==> config.mk <==
export PLATFORM = sky130hd
export DESIGN_NAME = bf_program_loader_flat
export DESIGN_NICKNAME = d
export VERILOG_FILES = /design/src/rtl/bf_program_loader_if.sv /design/src/rtl/bf_program_loader.sv /design/src/flat_wrapper.sv
export SDC_FILE = /design/constraint.sdc
export NUM_CORES = 1
export LEC_CHECK = 0
export CORE_MARGIN = 2
export CORE_UTILIZATION = 40
export DETAILED_ROUTE_END_ITERATION = 7
export PLACE_DENSITY = 0.67
export SYNTH_ARGS = -nofsm -noshare
export SYNTH_HDL_FRONTEND = slang
export SYNTH_SLANG_ARGS = --single-unit
==> constraint.sdc <==
create_clock -name clock -period 3.5 [get_ports clock]
set_input_delay 0.7 -clock clock [delete_from_list [all_inputs] [get_ports clock]]
set_output_delay 0.7 -clock clock [all_outputs]
set_load 0.1 [all_outputs]
==> src/rtl/bf_program_loader_if.sv <==
// rtl/bf_program_loader_if.sv - UART byte input and program SRAM write bus for the loader
interface bf_program_loader_if #(
   parameter int ADDR_WIDTH = 10
);
   logic [7:0]            rx_data;
   logic                  rx_valid;
   logic                  mem_we;
   logic [ADDR_WIDTH-1:0] mem_addr;
   logic [7:0]            mem_wdata;

   // Loader side: consumes received bytes, drives the SRAM write port
   modport master (
      input  rx_data,
      input  rx_valid,
      output mem_we,
      output mem_addr,
      output mem_wdata
   );

   // Environment side: UART receiver and program SRAM
   modport slave (
      output rx_data,
      output rx_valid,
      input  mem_we,
      input  mem_addr,
      input  mem_wdata
   );
endinterface

==> src/rtl/bf_program_loader.sv <==
// rtl/bf_program_loader.sv - filters UART bytes into Brainfuck program SRAM; optional macro BF_LOADER_BRACKET_CHECK_EN
module bf_program_loader #(
   parameter int         ADDR_WIDTH  = 10,
   parameter logic [7:0] TERM_BYTE   = 8'h21,
   parameter int         DEPTH_WIDTH = 8
) (
   input  logic                  clock,
   input  logic                  reset,
   input  logic                  start,
   bf_program_loader_if.master   bus,
   output logic                  loading,
   output logic                  done,
   output logic [ADDR_WIDTH-1:0] prog_len,
   output logic                  error,
   output logic [1:0]            error_code
);

   typedef enum logic [2:0] {
      IDLE   = 3'd0,
      LOAD   = 3'd1,
      FINISH = 3'd2,
      DONE   = 3'd3,
      ERROR  = 3'd4
   } state_t;

   localparam logic [ADDR_WIDTH-1:0] ADDR_ZERO = '0;
   localparam logic [ADDR_WIDTH-1:0] ADDR_ONE  = {{(ADDR_WIDTH-1){1'b0}}, 1'b1};
   // Last slot is kept free for the terminator
   localparam logic [ADDR_WIDTH-1:0] ADDR_LAST = '1;

   localparam logic [1:0] ERR_NONE     = 2'd0;
   localparam logic [1:0] ERR_OVERFLOW = 2'd1;
`ifdef BF_LOADER_BRACKET_CHECK_EN
   localparam logic [1:0] ERR_UNMATCH  = 2'd2;
   localparam logic [1:0] ERR_UNCLOSED = 2'd3;
`endif

   state_t                state, state_nxt;
   logic [ADDR_WIDTH-1:0] count, count_nxt;
   logic                  we_nxt;
   logic [ADDR_WIDTH-1:0] addr_nxt;
   logic [7:0]            wdata_nxt;
   logic [ADDR_WIDTH-1:0] prog_len_nxt;
   logic [1:0]            error_code_nxt;
   logic                  is_cmd;

`ifdef BF_LOADER_BRACKET_CHECK_EN
   localparam logic [DEPTH_WIDTH-1:0] DEPTH_ZERO = '0;
   localparam logic [DEPTH_WIDTH-1:0] DEPTH_ONE  = {{(DEPTH_WIDTH-1){1'b0}}, 1'b1};
   localparam logic [DEPTH_WIDTH-1:0] DEPTH_MAX  = '1;
   logic [DEPTH_WIDTH-1:0] depth, depth_nxt;
`else
   // Without bracket checking the nesting width has no hardware; the empty
   // block only keeps the parameter referenced so builds stay interchangeable.
   if (DEPTH_WIDTH < 1) begin : g_depth_width_unused
   end
`endif

   // Classify the incoming byte as one of the eight command characters
   always_comb begin
      is_cmd = 1'b0;
      case (bus.rx_data)
         8'h2B, 8'h2D, 8'h3C, 8'h3E, 8'h2E, 8'h2C, 8'h5B, 8'h5D: is_cmd = 1'b1;
         default: is_cmd = 1'b0;
      endcase
   end

   // State register and registered SRAM/status outputs
   always_ff @(posedge clock) begin
      if (reset) begin
         state         <= IDLE;
         count         <= ADDR_ZERO;
         bus.mem_we    <= 1'b0;
         bus.mem_addr  <= ADDR_ZERO;
         bus.mem_wdata <= 8'h00;
         prog_len      <= ADDR_ZERO;
         error_code    <= ERR_NONE;
`ifdef BF_LOADER_BRACKET_CHECK_EN
         depth         <= DEPTH_ZERO;
`endif
      end else begin
         state         <= state_nxt;
         count         <= count_nxt;
         bus.mem_we    <= we_nxt;
         bus.mem_addr  <= addr_nxt;
         bus.mem_wdata <= wdata_nxt;
         prog_len      <= prog_len_nxt;
         error_code    <= error_code_nxt;
`ifdef BF_LOADER_BRACKET_CHECK_EN
         depth         <= depth_nxt;
`endif
      end
   end

   // Next-state and next-output decode; start overrides everything, dropping any coincident byte
   always_comb begin
      state_nxt      = state;
      count_nxt      = count;
      we_nxt         = 1'b0;
      addr_nxt       = bus.mem_addr;
      wdata_nxt      = bus.mem_wdata;
      prog_len_nxt   = prog_len;
      error_code_nxt = error_code;
`ifdef BF_LOADER_BRACKET_CHECK_EN
      depth_nxt      = depth;
`endif

      if (start) begin
         state_nxt      = LOAD;
         count_nxt      = ADDR_ZERO;
         prog_len_nxt   = ADDR_ZERO;
         error_code_nxt = ERR_NONE;
`ifdef BF_LOADER_BRACKET_CHECK_EN
         depth_nxt      = DEPTH_ZERO;
`endif
      end else begin
         case (state)
            LOAD: begin
               if (bus.rx_valid) begin
                  if (is_cmd) begin
                     if (count == ADDR_LAST) begin
                        state_nxt      = ERROR;
                        error_code_nxt = ERR_OVERFLOW;
                     end
`ifdef BF_LOADER_BRACKET_CHECK_EN
                     else if (bus.rx_data == 8'h5D && depth == DEPTH_ZERO) begin
                        state_nxt      = ERROR;
                        error_code_nxt = ERR_UNMATCH;
                     end else if (bus.rx_data == 8'h5B && depth == DEPTH_MAX) begin
                        state_nxt      = ERROR;
                        error_code_nxt = ERR_OVERFLOW;
                     end
`endif
                     else begin
                        we_nxt    = 1'b1;
                        addr_nxt  = count;
                        wdata_nxt = bus.rx_data;
                        count_nxt = count + ADDR_ONE;
`ifdef BF_LOADER_BRACKET_CHECK_EN
                        if (bus.rx_data == 8'h5B) begin
                           depth_nxt = depth + DEPTH_ONE;
                        end else if (bus.rx_data == 8'h5D) begin
                           depth_nxt = depth - DEPTH_ONE;
                        end
`endif
                     end
                  end else if (bus.rx_data == TERM_BYTE) begin
`ifdef BF_LOADER_BRACKET_CHECK_EN
                     if (depth != DEPTH_ZERO) begin
                        state_nxt      = ERROR;
                        error_code_nxt = ERR_UNCLOSED;
                     end else begin
                        state_nxt = FINISH;
                     end
`else
                     state_nxt = FINISH;
`endif
                  end
               end
            end
            FINISH: begin
               we_nxt       = 1'b1;
               addr_nxt     = count;
               wdata_nxt    = 8'h00;
               prog_len_nxt = count;
               state_nxt    = DONE;
            end
            default: begin
               state_nxt = state;
            end
         endcase
      end
   end

   // Status flags follow the state directly
   always_comb begin
      loading = (state == LOAD) || (state == FINISH);
      done    = (state == DONE);
      error   = (state == ERROR);
   end

endmodule

==> src/flat_wrapper.sv <==
// flat-port wrapper written by rule: the top's interface ports become plain ports
module bf_program_loader_flat 
#(
   parameter int         ADDR_WIDTH  = 10,
   parameter logic [7:0] TERM_BYTE   = 8'h21,
   parameter int         DEPTH_WIDTH = 8
)
  (clock, reset, start, loading, done, prog_len, error, error_code, bus_rx_data, bus_rx_valid, bus_mem_we, bus_mem_addr, bus_mem_wdata);
  bf_program_loader_if #(.ADDR_WIDTH(ADDR_WIDTH)) bus_i ();
  input  logic clock;
  input  logic reset;
  input  logic start;
  output logic loading;
  output logic done;
  output logic [ADDR_WIDTH-1:0] prog_len;
  output logic error;
  output logic [1:0] error_code;
  input wire logic [$bits(bus_i.rx_data)-1:0] bus_rx_data;
  input wire logic [$bits(bus_i.rx_valid)-1:0] bus_rx_valid;
  output wire logic [$bits(bus_i.mem_we)-1:0] bus_mem_we;
  output wire logic [$bits(bus_i.mem_addr)-1:0] bus_mem_addr;
  output wire logic [$bits(bus_i.mem_wdata)-1:0] bus_mem_wdata;
  assign bus_i.rx_data = bus_rx_data;
  assign bus_i.rx_valid = bus_rx_valid;
  assign bus_mem_we = bus_i.mem_we;
  assign bus_mem_addr = bus_i.mem_addr;
  assign bus_mem_wdata = bus_i.mem_wdata;
  bf_program_loader #(.ADDR_WIDTH(ADDR_WIDTH), .TERM_BYTE(TERM_BYTE), .DEPTH_WIDTH(DEPTH_WIDTH)) u_core (.clock(clock), .reset(reset), .start(start), .bus(bus_i), .loading(loading), .done(done), .prog_len(prog_len), .error(error), .error_code(error_code));
endmodule
run_1/met1.png
Supply wires on this layer in grey.
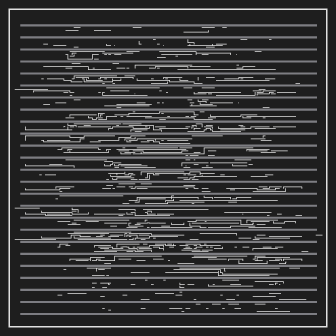
wire length on this layer	1960 um
share of all routed wire	50%
longest straight run	22.5 um
via count: 1578
GR Util met1: 22.94%
Routed WL: 3889 um

run_1/met2.png
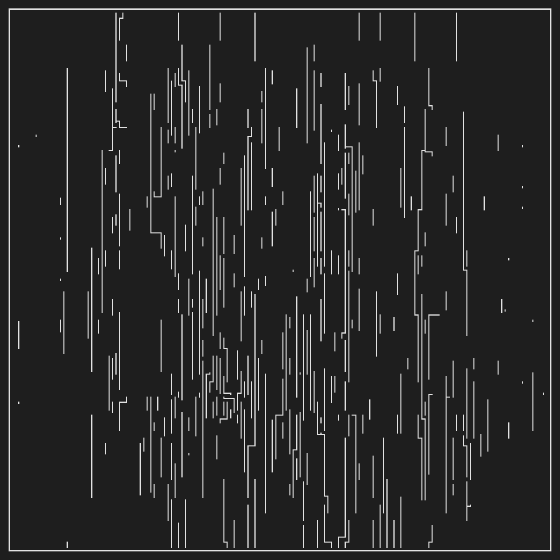
nets with wire on the layer	220
share of all routed wire	44%
wire length on this layer	1700 um
main direction	vertical
longest straight run	26.9 um
Global Route met2 Usage: 24.49%

run_1/met3.png
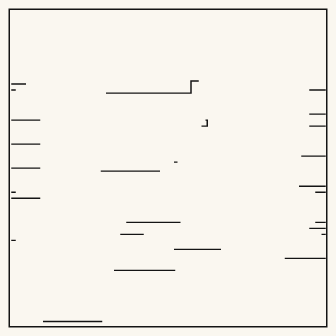
wire length on this layer	162 um
share of all routed wire	4.2%
met3 Use GR: 3.797%

==> flow_metrics.py, run 1 <==
# Synthesis and PnR figures
metrics = {
    "critical_path": {
        "cp.required_ns": 3.73,
        "worstSetupStartpointType": "primary input",
        "path_cells": "clkdlybuf4s50_1, or3b_4, a2111oi_4, o211ai_2, or4_1, a21oi_1",
        "cp_slowest_stage_delay_ns": 0.59,
    },
    "status": {
        "outcome": "completed",
    },
    "synthesis": {
        "yosysSeqAreaShare_pct": 47.25,
        "synth_area_um2": 1822,
        "synth_warnings": 0,
        "edf_count": 0,
        "synthDistinctLibCells": 41,
        "most_common_cell": "nand2_1",
        "netlist_instances": 205,
        "area_leaders": "dfxtp_1 (47%), nand2_1 (9.5%), mux2i_1 (6.0%)",
        "common_cells": "nand2_1 (46), dfxtp_1 (43), a21oi_1 (19), mux2i_1 (11), nor2_1 (10)",
    },
    "layout": {
        "utilization_pct": 54.37,
        "area_growth_pct": 30.84,
    },
    "final_timing": {
        "fmax_ghz": 0.3471,
        "worst_slew_pin_slew_ns": 0.9713,
    },
    "route": {
        "vias_per_cell": 5.278,
    },
    "clock_network": {
        "cts_hold_buf": 0,
        "cts_sinks": 43,
        "cts_setup_buffers": 0,
    },
    "floorplanning": {
        "rows": 24,
    },
    "global_routing": {
        "grt_max_degree": 29,
    },
}
[run 1: cell families after synthesis]
group                      Yosys count  share of synthesized area, %
and+or+nand+nor                     86                         23.08
other                                1                        0.2058
AOI/OAI and AO/OA                   45                         17.31
xor gates and xnor gates             3                         1.443
buffers and inverters               15                         3.983
DFF                                 43                         47.25
adders and majority gates            1                        0.6867
muxes                               11                         6.044
[run 1: through the flow]
step	hold WS [ns]	setup WS (ns)	instance area, um2
after floorplan	0.4617	0.2001	1822
after global placement	0.4447	0.3862	2281
after global routing	0.4725	0.5018	2384
after CTS	0.4629	0.6362	2384
final	0.4584	0.6193	2384
after detailed placement	0.4473	0.3280	2281
[run 1: path summary, 6_finish.rpt]
path                                from                      to  slack, ns  depth (start not counted)
setup / recovery          bus_rx_data[5]         u_core.count[7]       0.62                          6
setup reg to reg         u_core.count[0]         u_core.count[7]       1.31                          6
hold / removal    u_core.bus.mem_addr[4]  u_core.bus.mem_addr[4]       0.46                          2
hold reg to reg   u_core.bus.mem_addr[4]  u_core.bus.mem_addr[4]       0.46                          2
[run 1: tightest hold or removal path, cell delays in order, from the launching register on]
cell and delay [ns]:
dfxtp_1 0.31, nand2_1 0.05, mux2i_1 0.05
[run 1: cell usage in the layout (no fill, tap or decap), types with 4 or more instances in the layout]
cell and count:
clkdlybuf4s50_1 41, dfxtp_1 43, a32o_1 6, a21oi_1 19, o21a_1 5, o21ai_0 6
mux2i_1 11, buf_4 6, or3_1 4, clkbuf_8 5, nand2_1 46, nor2_1 10
nand3_1 4
[run 1: routing by layer]
layer,wire [um],up-vias,part of all wire [%]
li1,-,809,-
met1,1957,731,50
met2,1695,32,44
met3,162,6,4.2
met4,74,0,1.9
met5,0,-,0
[run 1: report_power, final]
part           internal (uW)  total [uW]  switching, uW
sequential               490         491           1.53
combinational           21.1        57.6           36.5
clock                    209         367            158
[run 1: flip-flops by register name, summed over array words and instances (netlist names)]
signal	count
u_core.prog_len	10
u_core.bus.mem_we	1
u_core.state	3
u_core.bus.mem_addr	10
u_core.error_code	1
u_core.bus.mem_wdata	8
u_core.count	10
[run 1: area by class of cell]
type                            instances  area [um2]  area share (%)
Sequential cell                        43       860.8           36.12
Clock buffer                            6       72.57           3.045
Clock inverter                          1       30.03           1.260
Timing Repair Buffer                   47       455.4           19.11
Inverter                                3       11.26          0.4724
Multi-Input combinational cell        147       888.4           37.27
Tap cell                               52       65.06           2.730
run_1/wire_density.png
Scale bar: 20 um. 14 x 14 tiles, from dark purple (low) to yellow (high), scaled to the fullest tile. Values are wire area over tile area, all layers added.
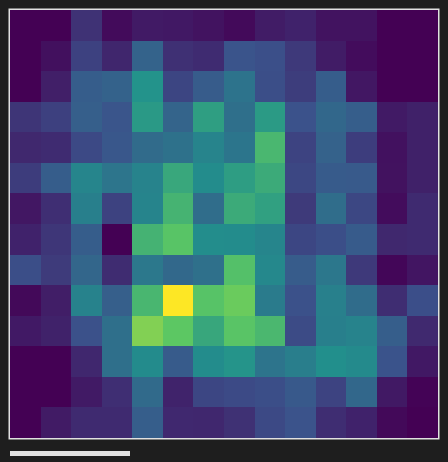

==> run 2: changes to the inputs <==
Settings changed: PLACE_DENSITY 0.67 to 0.7.
Clock period 3.5 ns to 2.5 ns, I/O delays scaled along.
run_2/wire_density.png
Scale bar: 20 um. 14 x 14 tiles, from dark purple (low) to yellow (high), scaled to the fullest tile. Values are wire area over tile area, all layers added.
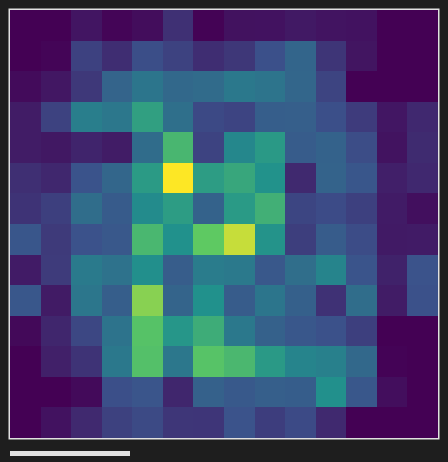
nearly empty tiles	13%
emptiest ninth of the die	north-east
tiles over half the peak	12%
densest ninth of the die	centre
mean over tiles	0.12
fullest tile	0.48
GRT Total Usage: 15.94%
Avg WL per Cell: 12.74 um
via count: 1590
Routed WL: 3924 um

==> run 2 against run 1 <==
Effect of this change:
- register-to-register slack worse by 0.82 ns
- sequential power rose by about 40%
- critical endpoint is now u_core.count[3]
- largest cell class unchanged
- die size unchanged
- non-clock buffer count increased by 8
- largest power group unchanged
- critical path type unchanged
- hold slack got worse by 0.0014 ns
==> flow_metrics.py, run 2 <==
# Synthesis and PnR figures
metrics = {
    "synthesis": {
        "ys_sh_adder_pct": 0.6868,
        "top_logic_kind": "simple AND/OR/NAND/NOR gates",
        "top_cell_area_share_pct": 47.25,
        "common_cells": "nand2_1 (46), dfxtp_1 (43), a21oi_1 (19), mux2i_1 (11), nor2_1 (10)",
        "netlist_instances": 205,
        "ys_sh_xor_pct": 1.442,
        "yosysSeqAreaShare_pct": 47.25,
        "ys_sh_simple_pct": 23.08,
        "area_leaders": "dfxtp_1 (47%), nand2_1 (9.5%), mux2i_1 (6.0%)",
        "fp_nets": 218,
        "synth_area_um2": 1822,
        "synth_warnings": 0,
        "synth-compound-area-share_pct": 17.31,
        "ys_sh_mux_pct": 6.044,
        "most_common_cell": "nand2_1",
        "synthArstFlopShare_pct": 0,
        "synthDistinctLibCells": 41,
        "syn_area_per_cell_um2": 8.887,
    },
    "flow_run": {
        "warnings": 26,
    },
    "route": {
        "vias_per_cell": 5.162,
        "drt_iter0_markers": 50,
    },
    "clock_network": {
        "cts_setup_buffers": 0,
        "cts_sinks": 43,
        "clk_pin_slew_ns": 0.08,
    },
    "floorplanning": {
        "rows": 24,
    },
    "layout": {
        "final_nets": 268,
        "largestRegisters": "u_core.bus.mem_addr: 10 flops, u_core.count: 10 flops, u_core.prog_len: 10 flops",
        "area_growth_pct": 29.33,
        "utilization_pct": 53.74,
        "final_cell_mix": "nand2_1 (46), buf_4 (44), dfxtp_1 (43)",
        "layout_top_cell": "nand2_1",
    },
    "global_routing": {
        "grt_max_degree": 28,
        "grt_pass1_vias": 1395,
    },
    "place": {
        "pre_cts_ws_ns": -0.2152,
    },
    "final_timing": {
        "worst_slack_ns": 0.1022,
        "fmax_ghz": 0.4171,
        "setup_viol": 0,
    },
    "status": {
        "outcome": "completed",
    },
    "critical_path": {
        "cp.required_ns": 2.73,
        "worstSetupStartpointType": "primary input",
    },
}
run_2/met3.png
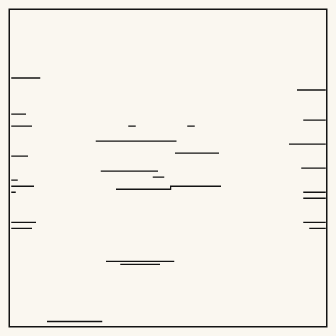
main direction	horizontal
nets with wire on the layer	24
share of all routed wire	4.6%
met3 Use GR: 4.219%

## run 2: worst paths after layout
kind	startpoint	cells after the start	slack [ns]	endpoint
worst min register to register	u_core.bus.mem_addr[0]	2	0.46	u_core.bus.mem_addr[0]
worst min-delay path	u_core.bus.mem_addr[0]	2	0.46	u_core.bus.mem_addr[0]
worst max register to register	u_core.count[0]	8	0.49	u_core.count[1]
worst max-delay path	bus_rx_data[5]	7	0.10	u_core.count[3]
## run 2: kinds of logic (layout without fill, tap and decap cells)
logic type	Yosys count	after routing
muxes	11	11
other	1	1
xor gates and xnor gates	3	3
and+or+nand+nor	86	86
buffers and inverters	15	66
AOI/OAI and AO/OA	45	45
DFF	43	43
adders and majority gates	1	1
## run 2: repair_timing
action,CTS,global route
endpoints found under the setup margin,0,2
resized,0,0
hold buffers,0,0
## run 2: area by class of cell
class	count	area (um2)
fill	431	2028
multi-input combinational	147	893.4
sequential	43	860.8
timing repair buffer	55	440.4
clock buffer	6	72.57
tap	52	65.06
clock inverter	2	12.51
inverter	3	11.26
## run 2: metrics by stage
step	hold slack, ns	instance area [um2]	cells	total power [uW]
finish	0.4569	2356	308	1196
global route	0.4842	2356	308	1246
CTS	0.4606	2356	308	1209
detailed placement	0.4493	2271	300	789.0
global placement	0.4477	2271	300	788.3
floorplan	0.4617	1827	205	752.2
## run 2: per-layer routing
metal / GRT usage (%) / wire length [um]
met3: 4.219 / 181
met4: 5.031 / 34
met5: 0 / 0
met1: 22.71 / 1962
met2: 23.56 / 1746
## run 2: worst max-delay path, cell delays in order
cell and delay, ns:
clkdlybuf4s50_1 0.50, or3b_4 0.40, a2111oi_4 0.33, o211ai_2 0.20, buf_4 0.21, or3_1 0.35, a21oi_1 0.14
## run 2: power by group
group          switching [uW]  internal, uW
registers                2.30           686
clock network             228           195
logic                    51.7          32.8
total                     282           914
No activity file was given, so power comes from the tool's default toggle rates.
